**Run 1: metal 1**

Scale bar: 50 um. Cells faint in the background.
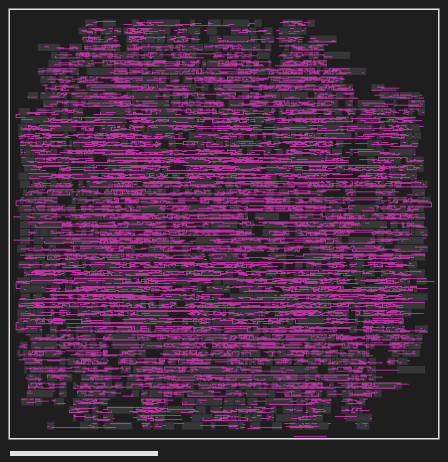
**Run 1: wiring heat map**

29 x 29 tiles, from white (low) to dark blue (high), scaled to the fullest tile. Values are wire area over tile area, all layers added.
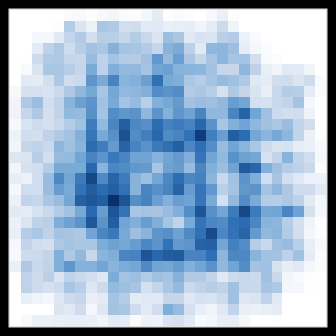
**Run 1: routing congestion map**

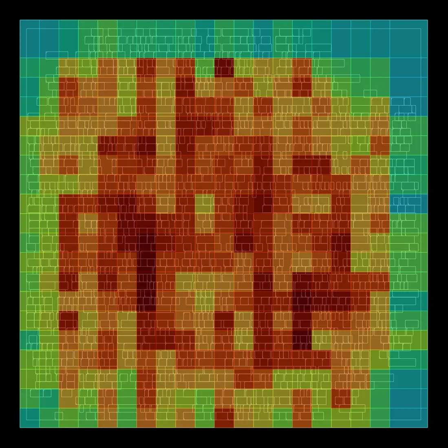
`config.mk`:
```
export PLATFORM = sky130hd
export DESIGN_NAME = rv_pipeline_ctrl
export DESIGN_NICKNAME = d
export VERILOG_FILES = /design/src/rtl/rv_pipeline_ctrl.sv
export SDC_FILE = /design/constraint.sdc
export NUM_CORES = 1
export LEC_CHECK = 0
export ABC_CLOCK_PERIOD_IN_PS = 4140
export CAP_MARGIN = 10
export CORE_MARGIN = 2
export CORE_UTILIZATION = 55
export DETAILED_ROUTE_END_ITERATION = 16
export PLACE_DENSITY = 0.76
export SYNTH_ARGS = -nofsm -noshare
export SYNTH_HDL_FRONTEND = slang
export SYNTH_SLANG_ARGS = --single-unit
export TNS_END_PERCENT = 10
```
`constraint.sdc`:
```
create_clock -name clk_i -period 4.14 [get_ports clk_i]
set_input_delay 0.414 -clock clk_i [delete_from_list [all_inputs] [get_ports clk_i]]
set_output_delay 0.414 -clock clk_i [all_outputs]
set_load 0.02 [all_outputs]
```
`src/rtl/rv_pipeline_ctrl.sv`:
```
// Pipeline control for the RV32IM core: stage stall/kill, GPR write scoreboard, mispredict flush.
// Optional perf counters are built when RV_PIPELINE_CTRL_PERF_EN is defined.
module rv_pipeline_ctrl #(
    parameter int unsigned CNT_W        = 2,
    parameter int unsigned FLUSH_CYCLES = 2,
    parameter int unsigned GPR_ADDR_W   = 5
) (
    input  logic                  clk_i,
    input  logic                  arstn_i,
    input  logic                  f_valid_i,
    input  logic [GPR_ADDR_W-1:0] f_cu_rs1_addr_i,
    input  logic                  f_cu_rs1_req_i,
    input  logic [GPR_ADDR_W-1:0] f_cu_rs2_addr_i,
    input  logic                  f_cu_rs2_req_i,
    input  logic [GPR_ADDR_W-1:0] f_cu_rd_addr_i,
    input  logic                  f_cu_rd_we_i,
    input  logic                  d_stall_req_i,
    input  logic                  e_stall_req_i,
    input  logic                  m_stall_req_i,
    input  logic                  e_mispredict_i,
    input  logic                  m_gpr_wr_en_i,
    input  logic [GPR_ADDR_W-1:0] m_gpr_wr_addr_i,
    output logic                  cu_stall_f_o,
    output logic                  cu_stall_d_o,
    output logic                  cu_stall_e_o,
    output logic                  cu_stall_m_o,
    output logic                  cu_kill_f_o,
    output logic                  cu_kill_d_o,
    output logic                  cu_kill_e_o,
    output logic                  cu_redirect_o
`ifdef RV_PIPELINE_CTRL_PERF_EN
    ,
    output logic [31:0]           hazard_stall_cnt_o,
    output logic [31:0]           flush_cnt_o,
    output logic [31:0]           mdu_stall_cnt_o
`endif
);

    localparam int unsigned       NumRegs   = 2 ** GPR_ADDR_W;
    localparam int unsigned       FlushW    = (FLUSH_CYCLES > 1) ? $clog2(FLUSH_CYCLES) : 1;
    localparam logic [FlushW-1:0] FlushInit = FlushW'(FLUSH_CYCLES - 1);
    localparam logic [CNT_W-1:0]  CntMax    = {CNT_W{1'b1}};

    typedef enum logic {StRun = 1'b0, StFlush = 1'b1} state_e;

    state_e                        r_state, w_state_nxt;
    logic [FlushW-1:0]             r_flush_cnt, w_flush_cnt_nxt;
    logic [NumRegs-1:0][CNT_W-1:0] r_cnt, w_cnt_nxt;
    logic                          r_trk_valid, w_trk_valid_nxt;
    logic [GPR_ADDR_W-1:0]         r_trk_rd, w_trk_rd_nxt;
    logic                          r_trk_we, w_trk_we_nxt;

    logic w_run;
    logic w_rs1_busy;
    logic w_rs2_busy;
    logic w_rd_full;
    logic w_hazard;
    logic w_mispredict;
    logic w_issue;
    logic w_trk_kill;
    logic w_underflow;

    assign w_run = (r_state == StRun);

    // Hazards use registered counts only: a same-cycle retire is not visible to the decode read.
    assign w_rs1_busy = f_cu_rs1_req_i & (f_cu_rs1_addr_i != '0) &
                        (r_cnt[f_cu_rs1_addr_i] != '0);
    assign w_rs2_busy = f_cu_rs2_req_i & (f_cu_rs2_addr_i != '0) &
                        (r_cnt[f_cu_rs2_addr_i] != '0);
    assign w_rd_full  = f_cu_rd_we_i & (f_cu_rd_addr_i != '0) &
                        (r_cnt[f_cu_rd_addr_i] == CntMax);
    assign w_hazard   = f_valid_i & (w_rs1_busy | w_rs2_busy | w_rd_full);

    assign w_mispredict = w_run & e_mispredict_i & ~m_stall_req_i;
    assign w_issue      = w_run & f_valid_i & ~cu_stall_f_o & ~cu_stall_d_o & ~cu_kill_d_o;
    assign w_trk_kill   = w_mispredict & r_trk_valid & r_trk_we & (r_trk_rd != '0);

    always_comb begin
        cu_stall_f_o  = 1'b0;
        cu_stall_d_o  = 1'b0;
        cu_stall_e_o  = 1'b0;
        cu_stall_m_o  = 1'b0;
        cu_kill_f_o   = 1'b0;
        cu_kill_d_o   = 1'b0;
        cu_kill_e_o   = 1'b0;
        cu_redirect_o = 1'b0;

        if (m_stall_req_i) begin
            cu_stall_f_o = 1'b1;
            cu_stall_d_o = 1'b1;
            cu_stall_e_o = 1'b1;
            cu_stall_m_o = 1'b1;
        end else if (e_stall_req_i) begin
            cu_stall_f_o = 1'b1;
            cu_stall_d_o = 1'b1;
            cu_stall_e_o = 1'b1;
        end else if (d_stall_req_i || w_hazard) begin
            // Decode keeps advancing so it latches a bubble behind the held fetch.
            cu_stall_f_o = 1'b1;
        end

        if (!w_run) begin
            cu_kill_f_o  = 1'b1;
            cu_stall_d_o = 1'b0;
        end

        if (w_mispredict) begin
            cu_kill_f_o   = 1'b1;
            cu_kill_d_o   = 1'b1;
            cu_redirect_o = 1'b1;
            cu_kill_e_o   = d_stall_req_i;
        end
    end

    // Flush lasts FLUSH_CYCLES-1 cycles after the redirect cycle, but never less than one.
    always_comb begin
        w_state_nxt     = r_state;
        w_flush_cnt_nxt = r_flush_cnt;
        case (r_state)
            StRun: begin
                if (w_mispredict) begin
                    w_state_nxt     = StFlush;
                    w_flush_cnt_nxt = FlushInit;
                end
            end
            StFlush: begin
                if (r_flush_cnt <= FlushW'(1)) begin
                    w_state_nxt     = StRun;
                    w_flush_cnt_nxt = '0;
                end else begin
                    w_flush_cnt_nxt = r_flush_cnt - FlushW'(1);
                end
            end
            default: begin
                w_state_nxt     = StRun;
                w_flush_cnt_nxt = '0;
            end
        endcase
    end

    always_comb begin
        w_trk_valid_nxt = r_trk_valid;
        w_trk_rd_nxt    = r_trk_rd;
        w_trk_we_nxt    = r_trk_we;
        if (w_mispredict) begin
            w_trk_valid_nxt = 1'b0;
        end else if (w_issue) begin
            w_trk_valid_nxt = 1'b1;
            w_trk_rd_nxt    = f_cu_rd_addr_i;
            w_trk_we_nxt    = f_cu_rd_we_i;
        end else if (!cu_stall_d_o) begin
            w_trk_valid_nxt = 1'b0;
        end
    end

    always_comb begin : cnt_nxt
        int v;
        w_cnt_nxt   = r_cnt;
        w_underflow = 1'b0;
        v           = 0;
        // x0 is never tracked, so its counter stays at reset value.
        for (int unsigned i = 1; i < NumRegs; i++) begin
            v = int'(r_cnt[i]);
            if (w_issue && f_cu_rd_we_i && (f_cu_rd_addr_i == GPR_ADDR_W'(i))) begin
                v = v + 1;
            end
            if (m_gpr_wr_en_i && (m_gpr_wr_addr_i == GPR_ADDR_W'(i))) begin
                v = v - 1;
            end
            if (w_trk_kill && (r_trk_rd == GPR_ADDR_W'(i))) begin
                v = v - 1;
            end
            if (v < 0) begin
                w_underflow  = 1'b1;
                w_cnt_nxt[i] = '0;
            end else begin
                w_cnt_nxt[i] = CNT_W'(v);
            end
        end
    end

    always_ff @(posedge clk_i or negedge arstn_i) begin
        if (!arstn_i) begin
            r_state     <= StRun;
            r_flush_cnt <= '0;
            r_cnt       <= '0;
            r_trk_valid <= 1'b0;
            r_trk_rd    <= '0;
            r_trk_we    <= 1'b0;
        end else begin
            r_state     <= w_state_nxt;
            r_flush_cnt <= w_flush_cnt_nxt;
            r_cnt       <= w_cnt_nxt;
            r_trk_valid <= w_trk_valid_nxt;
            r_trk_rd    <= w_trk_rd_nxt;
            r_trk_we    <= w_trk_we_nxt;
            assert (!w_underflow);
        end
    end

`ifdef RV_PIPELINE_CTRL_PERF_EN
    logic [31:0] r_perf_hazard;
    logic [31:0] r_perf_flush;
    logic [31:0] r_perf_mdu;

    always_ff @(posedge clk_i or negedge arstn_i) begin
        if (!arstn_i) begin
            r_perf_hazard <= '0;
            r_perf_flush  <= '0;
            r_perf_mdu    <= '0;
        end else begin
            if (w_hazard && !d_stall_req_i && !e_stall_req_i && !m_stall_req_i) begin
                r_perf_hazard <= r_perf_hazard + 32'd1;
            end
            if (w_mispredict) begin
                r_perf_flush <= r_perf_flush + 32'd1;
            end
            if (e_stall_req_i && !m_stall_req_i) begin
                r_perf_mdu <= r_perf_mdu + 32'd1;
            end
        end
    end

    assign hazard_stall_cnt_o = r_perf_hazard;
    assign flush_cnt_o        = r_perf_flush;
    assign mdu_stall_cnt_o    = r_perf_mdu;
`endif

endmodule

```
==> highlights.md, run 1 <==
### Cells and area
- **final-layout non-clock buffer area share** 17.45%
- **count of plain and timing-repair buffers in the layout** 295
- **post-route non-filler standard cell count** 1928
- **multi-input combinational gate total** 1228
- **diode count** 2
- **final non-filler cell area** 13850 um^2
- **leading registers by flop count** r_cnt: 62 flops, r_trk_rd: 5 flops
- **most frequently placed logic cells in the final layout** 246 x buf_4, 159 x nor2_1, 147 x nand2_1
- **inverter count** 52
- **combinational share of cell area** 63.75%
- **Flops** 70

### Job
- **max cap viols** 0

### GRT
- **maximum number of pins on one net before global-route repair** 71

### CTS
- **TritonCTS Buffers** 9
- **CTS Sinks** 70
- **TritonCTS clock tree** yes
- **number of H-tree branching levels** 3

### Floorplanning
- **pre-placement core utilization** 55.98%
- **core area** 19400 um^2
- **die extent in y** 144.5 um
- **Row Count** 51
- **inserted tap cell count** 265

### Setup path
- **max incr delay on CP** 550 ps
- **CP required** 4420 ps
- **Crit Path Category** flop to flop
- **highest fanout seen on the critical path** 15

### Placement
- **placement-stage cell area** 13220 um^2

### Power and ir drop
- **reported clock group power** 0.856 mW
- **Lkg Pwr** 5.692 nW
- **switching component of the power** 2.491 mW

### Status
- **run status** completed

### Synthesis
- **number of warning messages in the yosys log** 0
- **combined area of all synthesized cells** 10860 um^2
- **top cell type by instance count after synthesis** nor2_1
- **share of cell area taken by muxes after synthesis** 12.32%
- **commonest cells in the synthesized netlist** 171 x nor2_1, 149 x nand2_1, 93 x ha_1
- **simple-gate share of the synthesized area** 31.22%
- **Synth area leaders** dfrtp_1 16%, ha_1 11%, mux2i_1 6.8%

### Route
- **Metal-1 WL** 15.54 mm

### Timing
- **worst hold slack** 213.2 ps
- **final worst path period share** 98.00%

## Picture notes: 'metal 1'
The layer carries 15500 um of wire. 1684 nets have wire on it. The wires run mostly horizontal. The layer holds 39% of the routed length. The longest straight run is 52.0 um.
GR met1 Demand/Resource: 48.72%
detailed-route via count: 12553
total length of routed wires: 40.14 mm

## Picture notes: 'wiring heat map'
26% of the tiles are over half the peak. The mean over all tiles is 0.34. The fullest tile reaches 1.0.
global-route usage over all layers: 38.36%
routed len/inst: 20.82 um

## Picture notes: 'routing congestion map'
final design utilization: 71.39%
met2 track utilization from global routing: 59.44%
global routing met3 resource utilization: 9.470%
Most Used Layer, Global Route: met2

==> run 2, diff against run 1 <==
Settings changed: CORE_ASPECT_RATIO set to 0.9, MAX_ROUTING_LAYER set to met4.
**Run 2: wiring by layer**

Scale bar: 50 um. Only two layers are drawn.
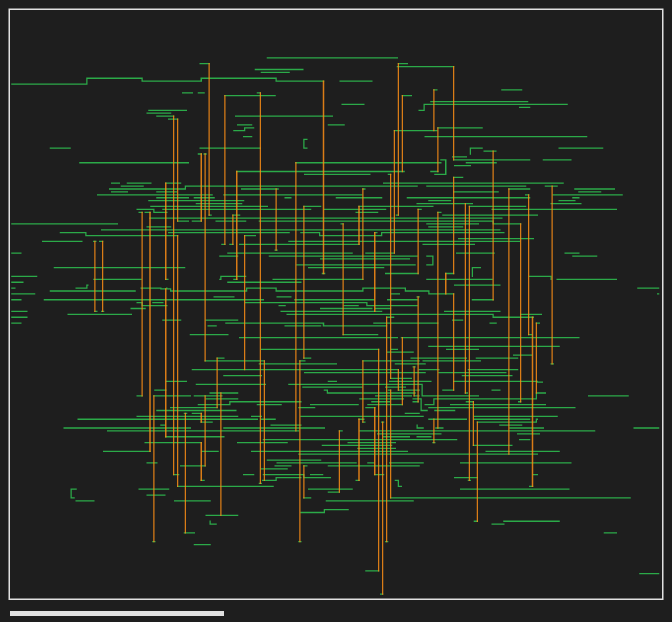
M4: drawn in orange, wire length 2060 um. M3: drawn in green, wire length 4250 um.
detailed-route via count: 12513
global-route usage over all layers: 39.19%

==> run 2 against run 1 <==
Compared with the run above: first-iteration DRC count decreased by 4.6%; critical path depth decreased by 3; sequential share of layout area about the same; final cell count decreased by 0.16%; utilization about the same; maximum frequency decreased by 1.4%; hold slack improved by 3.0 ps; via count decreased by 0.32%; clock power decreased by 7.1%; die size about the same; highest routed layer unchanged.
==> highlights.md, run 2 <==
### Setup path
- **CP required** 3730 ps
- **max incr delay on CP** 600 ps

### Power and ir drop
- **switching component of the power** 2.445 mW
- **reported clock group power** 0.795 mW
- **total chip power** 5.428 mW
- **internal power** 2.983 mW
- **Lkg Pwr** 5.700 nW

### Timing
- **final worst path period share** 99.37%

### Floorplanning
- **pre-placement core utilization** 56.33%
- **die extent in y** 137.3 um
- **inserted tap cell count** 250

### GRT
- **maximum number of pins on one net before global-route repair** 71
- **global routing met3 resource utilization** 9.626%
- **met2 track utilization from global routing** 60.61%
- **GR met1 Demand/Resource** 48.65%
- **Most Used Layer, Global Route** met2

### Cells and area
- **inverter count** 52
- **combinational share of cell area** 63.49%
- **multi-input combinational gate total** 1228
- **fillcell total** 1601
- **diode count** 1
- **leading registers by flop count** r_cnt: 62 flops, r_trk_rd: 5 flops
- **final non-filler cell area** 13760 um^2
- **most frequently placed logic cells in the final layout** 263 x buf_4, 162 x nor2_1, 149 x nand2_1
- **Flops** 70
- **clk tree area frac** 2.092%

### Job
- **max cap viols** 0

### Synthesis
- **share of cell area taken by muxes after synthesis** 12.32%
- **Synth area leaders** dfrtp_1 16%, ha_1 11%, mux2i_1 6.8%
- **combined area of all synthesized cells** 10860 um^2
- **top cell type by instance count after synthesis** nor2_1
- **simple-gate share of the synthesized area** 31.22%

### Status
- **run status** completed

### CTS
- **number of H-tree branching levels** 3
- **TritonCTS Buffers** 9
- **TritonCTS clock tree** yes
- **CTS Sinks** 70

### Route
- **routed len/inst** 20.88 um
- **detailed-routed wire length on met3** 4.253 mm
- **total length of routed wires** 40.20 mm

### Placement
- **placement-stage cell area** 13220 um^2

==> run 3, diff against run 2 <==
Settings changed: GPL_TIMING_DRIVEN set to 0, HOLD_SLACK_MARGIN set to 0.08.
**Run 3: zoomed window**

Scale bar: 5 um. Region (104, 93) to (124, 113) um. Cells in gray, sequential cells in the stronger gray; small squares are vias.
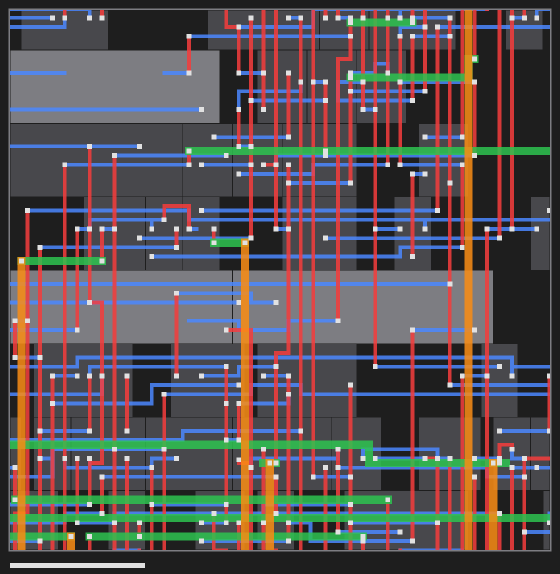
M2: drawn in red. M4: drawn in orange. M1: drawn in blue. M3: drawn in green.
Most frequent: nor2_1 (7), nand3_1 (4). Sequential cells in the window: 3. Netlist names of flops here include r_cnt (3). 38 logic cells have their middle in the window.

==> run 3 against run 2 <==
Compared with the run above: non-clock buffer count is 165 lower; hold slack better by 290 ps; clock power is 15% higher; final cell count is 8.6% lower; maximum frequency is 0.57% lower; combinational power is 12% lower; highest routed layer unchanged; register-to-register slack worse by 90 ps; clock-buffer cell count is 3 lower; critical endpoint is now r_cnt[39]; utilization is 5.3 points lower; global-route usage is 0.31 points lower; critical path depth is 4 higher.
==> highlights.md, run 3 <==
### Status
- **run status** completed

### Job
- **max cap viols** 0

### Setup path
- **highest fanout seen on the critical path** 10
- **Crit Path Category** flop to flop

### GRT
- **global routing met3 resource utilization** 11.39%
- **global-route usage over all layers** 38.88%

### Floorplanning
- **pre-placement core utilization** 56.33%

### Synthesis
- **Synth area leaders** dfrtp_1 16%, ha_1 11%, mux2i_1 6.8%
- **commonest cells in the synthesized netlist** 171 x nor2_1, 149 x nand2_1, 93 x ha_1
- **simple-gate share of the synthesized area** 31.22%
- **combined area of all synthesized cells** 10860 um^2
- **number of warning messages in the yosys log** 0
- **top cell type by instance count after synthesis** nor2_1

### Cells and area
- **final design utilization** 66.10%
- **multi-input combinational gate total** 1228
- **final-layout non-clock buffer area share** 9.288%
- **count of plain and timing-repair buffers in the layout** 143
- **final non-filler cell area** 12740 um^2
- **most frequently placed logic cells in the final layout** 158 x nor2_1, 147 x nand2_1, 93 x ha_1

### Route
- **routed len/inst** 22.99 um
- **detailed-routed wire length on met3** 4.746 mm
- **detailed-route via count** 11976
- **total length of routed wires** 40.44 mm

### Power and ir drop
- **reported clock group power** 0.911 mW
- **internal power** 2.788 mW
- **total chip power** 5.232 mW

Power figures rest on the tool's default switching activity, not on a simulated workload.
